==> images/clock_wires.png <==
The bar under the picture is 20 um long.
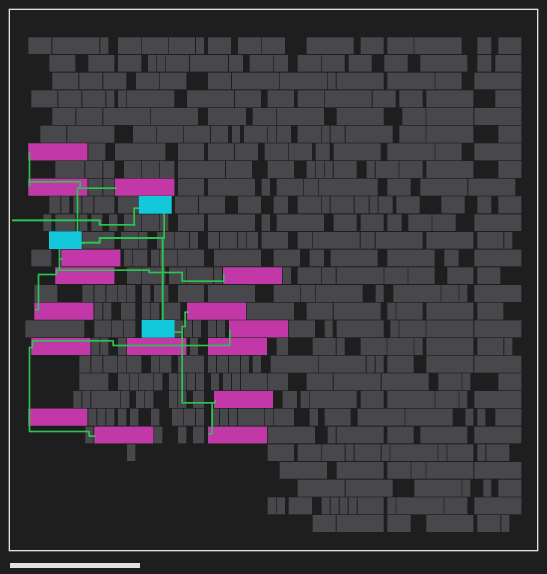
==> images/congestion_map.png <==
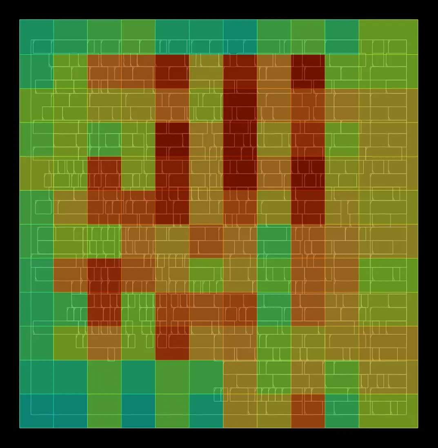
==> images/m2.png <==
Cells faint in the background.
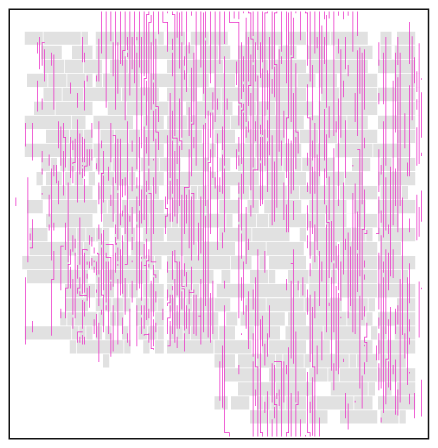
==> images/layers.png <==
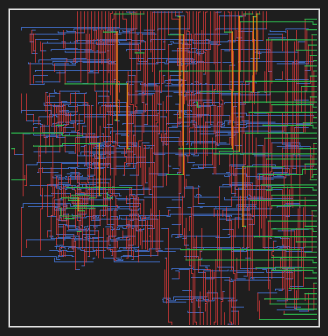
==> images/m3.png <==
The bar under the picture is 20 um long. Cells faint in the background.
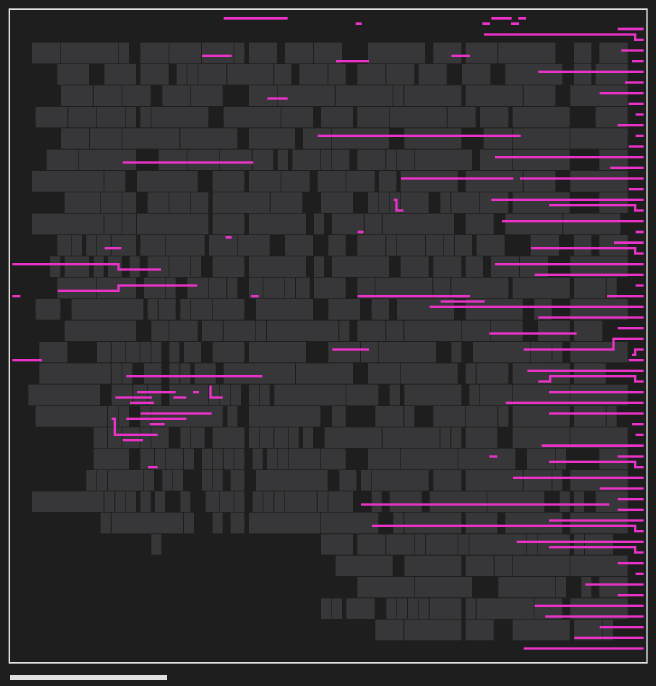
===== config.mk =====
export PLATFORM = sky130hd
export DESIGN_NAME = dmem_port_arb
export DESIGN_NICKNAME = d
export VERILOG_FILES = /design/src/rtl/dmem_port_arb_pkg.sv /design/src/rtl/dmem_port_arb.sv
export SDC_FILE = /design/constraint.sdc
export NUM_CORES = 1
export LEC_CHECK = 0
export ABC_AREA = 1
export CAP_MARGIN = 20
export CORE_AREA = 2 2 79 81
export DETAILED_ROUTE_END_ITERATION = 12
export DIE_AREA = 0 0 81 83
export GPL_TIMING_DRIVEN = 1
export HOLD_SLACK_MARGIN = 0.02
export PLACE_DENSITY = 0.7
export RECOVER_POWER = 25
export SLEW_MARGIN = 20
export SYNTH_ARGS = -nofsm -noshare
export SYNTH_HDL_FRONTEND = slang
export SYNTH_SLANG_ARGS = --single-unit

===== constraint.sdc =====
create_clock -name iw_clk -period 2.18 [get_ports iw_clk]
set_clock_uncertainty 0.1 [all_clocks]
set_input_delay 0.436 -clock iw_clk [delete_from_list [all_inputs] [get_ports iw_clk]]
set_output_delay 0.436 -clock iw_clk [all_outputs]
set_load 0.1 [all_outputs]

===== src/rtl/dmem_port_arb_pkg.sv =====
// Shared widths, FSM state encodings and read-owner codes for the dmem port arbiter.
// Imported by the arbiter and by anything that decodes its state.
package dmem_port_arb_pkg;

   localparam int SIZE_ADDR = 8;
   localparam int SIZE_DATA = 16;
   localparam int HBIT_ADDR = SIZE_ADDR - 1;
   localparam int HBIT_DATA = SIZE_DATA - 1;

   typedef enum logic {
      ST_AOWN  = 1'b0,
      ST_BLOCK = 1'b1
   } arb_state_t;

   typedef enum logic [1:0] {
      RD_NONE = 2'd0,
      RD_A    = 2'd1,
      RD_B    = 2'd2
   } rd_owner_t;

endpackage


===== src/rtl/dmem_port_arb.sv =====
// Two-master arbiter for the single dmem port: pipeline (A) has priority, the debug/DMA
// master (B) is protected by a starvation counter and a bounded lock (burst) mode.
module dmem_port_arb
   import dmem_port_arb_pkg::*;
#(
   parameter int STARVE_MAX = 4,
   parameter int LOCK_MAX   = 16
) (
   input  logic             iw_clk,
   input  logic             iw_rst,
   input  logic             iw_a_req,
   input  logic             iw_a_we,
   input  logic [HBIT_ADDR:0] iw_a_addr,
   input  logic [HBIT_DATA:0] iw_a_wdata,
   output logic             ow_a_gnt,
   output logic             ow_a_stall,
   output logic             ow_a_rvalid,
   output logic [HBIT_DATA:0] ow_a_rdata,
   input  logic             iw_b_req,
   input  logic             iw_b_we,
   input  logic             iw_b_lock,
   input  logic [HBIT_ADDR:0] iw_b_addr,
   input  logic [HBIT_DATA:0] iw_b_wdata,
   output logic             ow_b_gnt,
   output logic             ow_b_rvalid,
   output logic [HBIT_DATA:0] ow_b_rdata,
   output logic             ow_mem_we,
   output logic [HBIT_ADDR:0] ow_mem_addr,
   output logic [HBIT_DATA:0] ow_mem_wdata,
   input  logic [HBIT_DATA:0] iw_mem_rdata
);

   localparam logic [3:0] STARVE_LIM = STARVE_MAX[3:0];
   localparam logic [7:0] LOCK_LIM   = LOCK_MAX[7:0];

   arb_state_t state_reg, state_next;
   rd_owner_t  rd_owner_reg, rd_owner_next;
   logic [3:0] starve_reg, starve_next;
   logic [7:0] lock_cnt_reg, lock_cnt_next;
   logic       lock_block_reg, lock_block_next;
   logic       a_gnt, b_gnt;

   always_ff @(posedge iw_clk or posedge iw_rst) begin
      if (iw_rst) begin
         state_reg      <= ST_AOWN;
         rd_owner_reg   <= RD_NONE;
         starve_reg     <= 4'd0;
         lock_cnt_reg   <= 8'd0;
         lock_block_reg <= 1'b0;
      end else begin
         state_reg      <= state_next;
         rd_owner_reg   <= rd_owner_next;
         starve_reg     <= starve_next;
         lock_cnt_reg   <= lock_cnt_next;
         lock_block_reg <= lock_block_next;
      end
   end

   always_comb begin
      a_gnt           = 1'b0;
      b_gnt           = 1'b0;
      state_next      = state_reg;
      lock_cnt_next   = lock_cnt_reg;
      lock_block_next = lock_block_reg;
      case (state_reg)
         ST_AOWN: begin
            if (iw_a_req && !(iw_b_req && starve_reg == STARVE_LIM))
               a_gnt = 1'b1;
            else if (iw_b_req)
               b_gnt = 1'b1;
            // The grant that lifts a forced-release block does not itself open a new burst.
            if (b_gnt) begin
               lock_block_next = 1'b0;
               if (iw_b_lock && !lock_block_reg) begin
                  if (LOCK_LIM == 8'd1) begin
                     lock_block_next = 1'b1;
                  end else begin
                     state_next    = ST_BLOCK;
                     lock_cnt_next = 8'd1;
                  end
               end
            end
         end
         ST_BLOCK: begin
            if (iw_b_req) begin
               b_gnt = 1'b1;
               if (!iw_b_lock) begin
                  state_next    = ST_AOWN;
                  lock_cnt_next = 8'd0;
               end else if (lock_cnt_reg + 8'd1 == LOCK_LIM) begin
                  state_next      = ST_AOWN;
                  lock_cnt_next   = 8'd0;
                  lock_block_next = 1'b1;
               end else begin
                  lock_cnt_next = lock_cnt_reg + 8'd1;
               end
            end else begin
               a_gnt         = iw_a_req;
               state_next    = ST_AOWN;
               lock_cnt_next = 8'd0;
            end
         end
         default: state_next = ST_AOWN;
      endcase
      if (iw_rst) begin
         a_gnt = 1'b0;
         b_gnt = 1'b0;
      end
   end

   always_comb begin
      starve_next = 4'd0;
      if (iw_b_req && !b_gnt)
         starve_next = (starve_reg == 4'hF) ? starve_reg : starve_reg + 4'd1;
      rd_owner_next = RD_NONE;
      if (a_gnt && !iw_a_we)
         rd_owner_next = RD_A;
      else if (b_gnt && !iw_b_we)
         rd_owner_next = RD_B;
   end

   // Idle port still presents A's address so a following A read sees a stable bus.
   always_comb begin
      ow_mem_we    = 1'b0;
      ow_mem_addr  = iw_a_addr;
      ow_mem_wdata = '0;
      if (b_gnt) begin
         ow_mem_we    = iw_b_we;
         ow_mem_addr  = iw_b_addr;
         ow_mem_wdata = iw_b_wdata;
      end else if (a_gnt) begin
         ow_mem_we    = iw_a_we;
         ow_mem_wdata = iw_a_wdata;
      end
   end

   assign ow_a_gnt    = a_gnt;
   assign ow_b_gnt    = b_gnt;
   assign ow_a_stall  = iw_a_req & ~a_gnt;
   assign ow_a_rvalid = (rd_owner_reg == RD_A);
   assign ow_b_rvalid = (rd_owner_reg == RD_B);
   assign ow_a_rdata  = ow_a_rvalid ? iw_mem_rdata : '0;
   assign ow_b_rdata  = ow_b_rvalid ? iw_mem_rdata : '0;

endmodule


==> run notes <==
run metrics: biggest area cells=nand2_1 (28%), dfrtp_1 (28%), nor2_1 (12%), inv_1 (9.6%), nand3_1 (3.8%), fmax=408.7 MHz, antenna violations before repair=1, clock period minus final worst setup slack=2447 ps, Fillers=338, Hold WC Path Type=reg -> reg, maximum buffer depth of the clock tree=2, Post-Layout Cell Count=498, drt via density=4.665, Synth Flop Type=dfrtp_1, sequential element share of the synthesized area=27.73%, largest net degree at the start of global routing=18, Top cell area share=28.34%, hold_ws=456.0 ps, start of the worst register-to-register path=starve_reg[0], CTS sink count=16, largest area contributor in the netlist=nand2_1, Critical Path RT=1640 ps, cts bufs inserted=3, VDD IR max=520.8 uV, Die W=81 um, xor+xnor area frac=1.820%, Routed Antenna Nets=0, Syn Nets=333, total design power=1.772 mW, vias in the first global route=2293, clock root buffer=clkbuf_8, TritonCTS clock tree=yes, max reg flops=8, top cells by count=nand2_1 (109), nor2_1 (48), inv_1 (37), dfrtp_1 (16), nand3_1 (11), Syn. warnings=0, first-pass GRT wire length=12360 um, YS chip area=0.001444 mm^2, cell area power density=393.5 mW/mm^2, crit path from=starve_reg[0], Mux area share=0%, tool warnings=31, Post-Layout Inst Area=0.004503 mm^2, ys async rst share=100.0%, Critical Path Source Type=register, placed cell area=0.003913 mm^2, Die Y=83 um, Crit path arrival time=1910 ps, I/O pins=133, CP Max Fanout=10, Final #Nets=498, count of final setup violators=29, max cap viols=0, core area=0.005816 mm^2, unrepaired setup endpoints after global routing=true, Worst Setup End Kind=output port, grt ovf=0, Worst slew margin=57.06%, fin worst setup slack=-266.7 ps, share of layout cells above drive strength 1=45.02%, syn_area_per_cell=5.596 um^2, Gate Count Post-Synth=258, Synth-to-Final Area Change=211.9%, floorplan row count=28, HPWL after DPL=5459 um, Synth logic family=simple AND/OR/NAND/NOR gates, DIE AREA=0.006723 mm^2, pre-CTS setup slack=-382.8 ps, HP Start=lock_block_reg, Post-synth EDFFs=0, Pins Over Slew Limit=0, H-tree depth=1, Worst-path clk slew=70 ps, period utilization=112.2%, FP Core Util=24.83%, hold buffer count at cts=0, status=complete, but fails checks, fa+ha+maj area frac=3.466%, Complex Gates by Area=5.113%, DR DRC count=0, worst-margin pin slew=644.2 ps, ys flops=16, yosys simple share=48.53%, Yosys Instances=258, Final Hold Viols=0, Starting DRT DRC Count=113, LEAKAGE=2.075 nW, Cell variety after synth=21, Cells after DPL=471, cell with the most instances after synthesis=nand2_1, post-route setup TNS=-6187 ps, critical path class=reg -> out, first-pass iteration count of the detailed router=5, failing checks=setup timing, IO buf count=132, global placer's final weighted congestion=0.8521, post-synthesis cell area=0.001444 mm^2
-- clock_wires.png (at the start) --
legend:
  green:
    item: clock wires
    length: 224 um
  cyan:
    item: clock-net drivers
    count: 3
  magenta:
    item: flip-flops
    count: 16
routed clock nets: 4
clk_lat worst skew: 250 ps
clock-net power: 270 uW

-- congestion_map.png (at the start) --
drt wl/cell: 17.67 um
routing usage on met1: 25.48%
GR Layer Usage met2: 43.65%
Final Util: 77.43%
GRT Total Usage: 23.57%

-- m2.png (at the start) --
main direction: vertical
longest straight run: 40.1 um
share of all routed wire: 54%
nets with wire on the layer: 442
wire length on this layer: 4780 um
routed via count: 2323
WL final: 8800 um

-- layers.png (at the start) --
legend:
  green:
    layer: M3
    wire_length: 789 um
  orange:
    layer: M4
    wire_length: 237 um
  red:
    layer: M2
    wire_length: 4780 um
  blue:
    layer: M1
    wire_length: 2990 um

-- m3.png (at the start) --
longest straight run: 33.4 um
main direction: horizontal
met3 Track Usage GR: 6.739%

==> kinds of logic after synthesis <==
group / count (synthesis)
simple gates: 176
compound gates: 14
xor+xnor: 3
buf+inv: 45
flops: 16
fa+ha+maj: 4
==> final cells by class <==
cell class,count,area (um^2),area share (%)
clock buffers,4,55.05,1.223
inverters,39,163.9,3.640
multi-input cells,197,1475,32.76
diodes,1,2.502,0.05557
well taps,75,93.84,2.084
repair buffers,166,2312,51.35
flip-flops and latches,16,400.4,8.891
==> final timing paths <==
check	depth (start not counted)	slack [ps]	endpoint
max	10	-270	ow_mem_wdata[8]
min	2	460	lock_block_reg
max reg2reg	15	-40	rd_owner_reg[0]
min reg2reg	2	460	lock_block_reg
max in group asynchronous	3	1090	state_reg
min in group asynchronous	3	470	lock_cnt_reg[6]
==> timing repair <==
| action | 4_1_cts | 5_1_grt |
|---|---|---|
| buffers inserted | 20 | 2 |
| gates cloned | 3 | 0 |
| pin swaps | 9 | 11 |
| setup endpoints to repair | 28 | 48 |
| hold endpoints to repair | 0 | 0 |
| gates resized | 54 | 41 |
==> layout by cell type, fill, tap and decap left out, types with 4 or more instances in the layout <==
cell,n
nand2_1,50
nand2_8,11
o21ai_0,6
clkdlybuf4s50_1,67
buf_12,68
nand2_2,22
clkbuf_8,4
nor2_4,19
inv_1,33
nand4_1,4
a21oi_1,5
nand2_4,28
nor2_1,27
buf_6,10
dfrtp_1,16
nand3_1,10
buf_4,14
==> metal layers <==
layer	up-vias	track usage [%]	wire, um
met5	-	0	0
met1	1080	25.48	2993
met3	22	6.739	788
li1	1103	-	-
met2	118	43.65	4781
met4	0	6.163	236
==> worst max-delay path, stage by stage, from the launching register on <==
cell and delay [ps]:
dfrtp_1 390, inv_2 90, ha_4 150, nand4_4 90, buf_6 140, nand4_1 140
clkinv_2 130, buf_12 180, nand2_2 120, nand2_8 60, buf_12 160
==> report_power, final <==
group	switching [mW]	internal [mW]	total [mW]
clock network	0.110	0.161	0.270
registers	0.0184	0.311	0.330
logic	0.701	0.471	1.17
Power and IR drop assume default switching activity.
